[src/rtl/uart_tx_queue.sv]
// Byte FIFO feeding the uart transmitter. Each byte is held on data_transmit for one
// full frame slot: dte pulses for DTE_CYCLES, then the slot runs to FRAME_CYCLES.
module uart_tx_queue #(
    parameter int DEPTH        = 16,
    parameter int AW           = 4,
    parameter int DTE_CYCLES   = 1400,
    parameter int FRAME_CYCLES = 114583
) (
    input  logic          clk,
    input  logic          reset,
    input  logic [7:0]    wr_data,
    input  logic          wr_en,
    output logic          full,
    output logic          empty,
    output logic [AW:0]   count,
    output logic          overflow,
    output logic [7:0]    data_transmit,
    output logic          dte,
    output logic          busy
);

    localparam int CW = $clog2(FRAME_CYCLES + 1);
    localparam logic [CW-1:0] DTE_C   = CW'(DTE_CYCLES);
    localparam logic [CW-1:0] FRAME_C = CW'(FRAME_CYCLES);

    typedef enum logic [1:0] {IDLE, STROBE, HOLD} state_t;

    state_t          state_q, state_d;
    logic [7:0]      mem [DEPTH];
    logic [AW-1:0]   wr_ptr_q, wr_ptr_d, rd_ptr_q, rd_ptr_d;
    logic [AW:0]     count_q, count_d;
    logic            overflow_q, overflow_d;
    logic [7:0]      data_q, data_d;
    logic            dte_q, dte_d;
    logic [CW-1:0]   cnt_q, cnt_d;
    logic            push, pop;

    assign full          = (count_q == (AW+1)'(DEPTH));
    assign empty         = (count_q == '0);
    assign count         = count_q;
    assign overflow      = overflow_q;
    assign data_transmit = data_q;
    assign dte           = dte_q;
    assign busy          = (state_q != IDLE);

    // Pop is decided from registered occupancy, so a byte written this cycle waits one cycle.
    always_comb begin
        pop        = (state_q == IDLE) && !empty;
        push       = wr_en && (!full || pop);
        wr_ptr_d   = push ? wr_ptr_q + AW'(1) : wr_ptr_q;
        rd_ptr_d   = pop  ? rd_ptr_q + AW'(1) : rd_ptr_q;
        overflow_d = overflow_q | (wr_en && full && !pop);
        count_d    = count_q;
        case ({push, pop})
            2'b10:   count_d = count_q + (AW+1)'(1);
            2'b01:   count_d = count_q - (AW+1)'(1);
            default: count_d = count_q;
        endcase
    end

    always_comb begin
        state_d = state_q;
        data_d  = data_q;
        dte_d   = dte_q;
        cnt_d   = cnt_q;
        case (state_q)
            IDLE: begin
                cnt_d = '0;
                if (pop) begin
                    data_d  = mem[rd_ptr_q];
                    dte_d   = 1'b1;
                    cnt_d   = CW'(1);
                    state_d = STROBE;
                end
            end
            STROBE: begin
                cnt_d = cnt_q + CW'(1);
                if (cnt_q == DTE_C) begin
                    dte_d   = 1'b0;
                    state_d = HOLD;
                end
            end
            HOLD: begin
                cnt_d = cnt_q + CW'(1);
                if (cnt_q == FRAME_C) begin
                    cnt_d   = '0;
                    state_d = IDLE;
                end
            end
            default: begin
                dte_d   = 1'b0;
                cnt_d   = '0;
                state_d = IDLE;
            end
        endcase
    end

    always_ff @(posedge clk or posedge reset) begin
        if (reset) state_q <= IDLE;
        else       state_q <= state_d;
    end

    always_ff @(posedge clk or posedge reset) begin
        if (reset) begin
            wr_ptr_q   <= '0;
            rd_ptr_q   <= '0;
            count_q    <= '0;
            overflow_q <= 1'b0;
            data_q     <= 8'h00;
            dte_q      <= 1'b0;
            cnt_q      <= '0;
        end else begin
            wr_ptr_q   <= wr_ptr_d;
            rd_ptr_q   <= rd_ptr_d;
            count_q    <= count_d;
            overflow_q <= overflow_d;
            data_q     <= data_d;
            dte_q      <= dte_d;
            cnt_q      <= cnt_d;
        end
    end

    // Storage needs no reset: occupancy gates every read.
    always_ff @(posedge clk) begin
        if (push) mem[wr_ptr_q] <= wr_data;
    end

endmodule

[config.mk]
export PLATFORM = sky130hd
export DESIGN_NAME = uart_tx_queue
export DESIGN_NICKNAME = d
export VERILOG_FILES = /design/src/rtl/uart_tx_queue.sv
export SDC_FILE = /design/constraint.sdc
export NUM_CORES = 1
export LEC_CHECK = 0
export CAP_MARGIN = 10
export CORE_MARGIN = 3
export CORE_UTILIZATION = 30
export CTS_CLUSTER_DIAMETER = 120
export DETAILED_ROUTE_END_ITERATION = 6
export SYNTH_ARGS = -nofsm -noshare
export SYNTH_HDL_FRONTEND = slang
export SYNTH_SLANG_ARGS = --single-unit
export TNS_END_PERCENT = 20
[constraint.sdc]
create_clock -name clk -period 2.9 [get_ports clk]
set_input_delay 0.435 -clock clk [delete_from_list [all_inputs] [get_ports clk]]
set_output_delay 0.435 -clock clk [all_outputs]
set_load 0.01 [all_outputs]
**M1 wires**

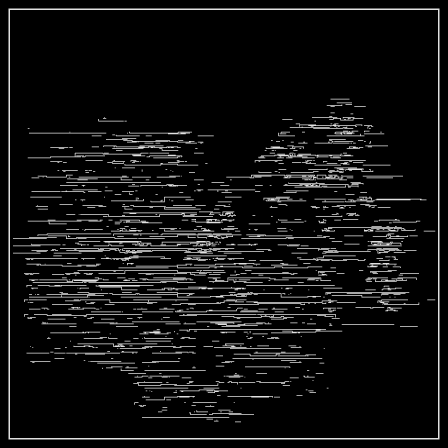
nets with wire on the layer: 465
share of all routed wire: 44%
GRT met1 Usage: 15.88%
DRT Wirelength: 14,070 um
Via Count: 3,762

**M2 wires**

The bar under the picture is 50 um long. Cells faint in the background.
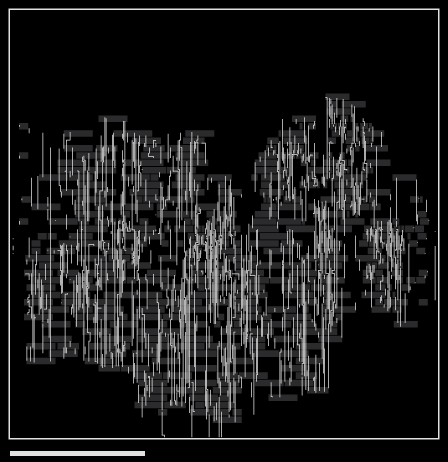
share of all routed wire: 50%
nets with wire on the layer: 433
met2 Usage GRT: 19.48%

==> flow_summary_export.csv <==
group,metric,value,unit
power_and_ir_drop,total_power,8.045,mW
routing,post_drt_wl_per_cell,17.52,um
power_and_ir_drop,top_power_group,"sequential cells",
routing,wl_met1,6236,um
final_timing,layout_setup_ws,0.2244,ns
routing,drt-pass1-iter-count,4,
routing,drt-initial-drc-count,315,
setup_path,required,3.19,ns
finish,antennaDiodeCount,0,
final_timing,tightestPinTransition,0.9050,ns
setup_path,worstPathCellList,"or4_4 > o21ai_4 > nor2_2 > ha_1 > nor2b_1 > o21ai_0 > nor2b_1 > o32a_1 > o221ai_1",
min_path,worstHoldPathType,"input port to async pin",
logic_synthesis,edf_count,128,
power_and_ir_drop,p_clk_share,28.3,%
final_timing,fmax,373.7,MHz
logic_synthesis,floorplan.nets,435,
finish,layout_top_cells,"edfxtp_1, dfrtp_1, nor2_1, mux4_2, buf_4",
clock_tree,numCtsBuffers,17,
setup_path,path_class,"flip-flop to flip-flop",
power_and_ir_drop,clk-power,2.27,mW
finish,layout.filler_cells,2097,
power_and_ir_drop,power_frac_seq,42.0,%
finish,utilization,37.23,%
floorplanning,fp-row-count,55,
setup_path,path_buffers,0,
floorplanning,die-area,25170,sq um
finish,final_common_cell,"edfxtp_1",
clock_tree,cts_tree,"yes",
logic_synthesis,top_cell,"edfxtp_1",
clock_tree,cts_resized,0,
final_timing,whs,0.4204,ns
power_and_ir_drop,power.leakage,2.982,nW
setup_path,critPathTopFamily,"simple AND/OR/NAND/NOR gates",
power_and_ir_drop,swShare,32.65,%
power_and_ir_drop,ir_drop,0.0004672,V
final_timing,finalClockPeriodUsage,92.26,%
logic_synthesis,ys_area,6992,sq um
grt,grt_usage,11.95,%
setup_path,slowest_delay,0.59,ns
logic_synthesis,syn_area,6992,sq um
logic_synthesis,synthTopCellsByCount,"edfxtp_1, dfrtp_1, nor2_1",
setup_path,end_kind,"flip-flop",
setup_path,critPathSlowestCell,"or4_4",
finish,nets,499,
status,status,"complete, no violations",
logic_synthesis,synth.distinct_cells,44,
**Met3 routing**

The bar under the picture is 50 um long.
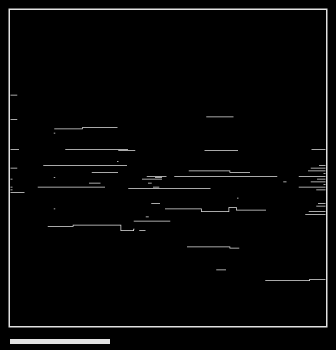
nets with wire on the layer: 42
longest straight run: 51.5 um
main direction: horizontal
wire length on this layer: 654 um
met3 Usage GRT: 2.990%

## kinds of logic after synthesis
family,count (synthesis),share of synthesized area [%]
flip-flops,170,70.01
XOR/XNOR,23,2.881
AND/OR/NAND/NOR,106,7.248
buffers and inverters,28,1.754
multiplexers,51,13.06
adder cells (fa/ha/maj),11,2.076
AND-OR/OR-AND,24,2.971
## layout make-up
type	count	area, sq um	area share, %
Sequential cell	170	4896	57.73
Multi-Input combinational cell	215	1974	23.28
Timing Repair Buffer	62	560.5	6.610
Clock buffer	17	425.4	5.016
Tap cell	313	391.6	4.618
Clock inverter	15	191.4	2.257
Inverter	11	41.29	0.4869
## sequential cells by signal, summed over array words and instances (netlist names)
signal / flops
count: 5
wr_ptr_q: 4
data_transmit: 8
state_q: 2
dte: 1
cnt_q: 17
mem: 128
overflow: 1
rd_ptr_q: 4
Power is estimated from default activity; no workload was simulated.
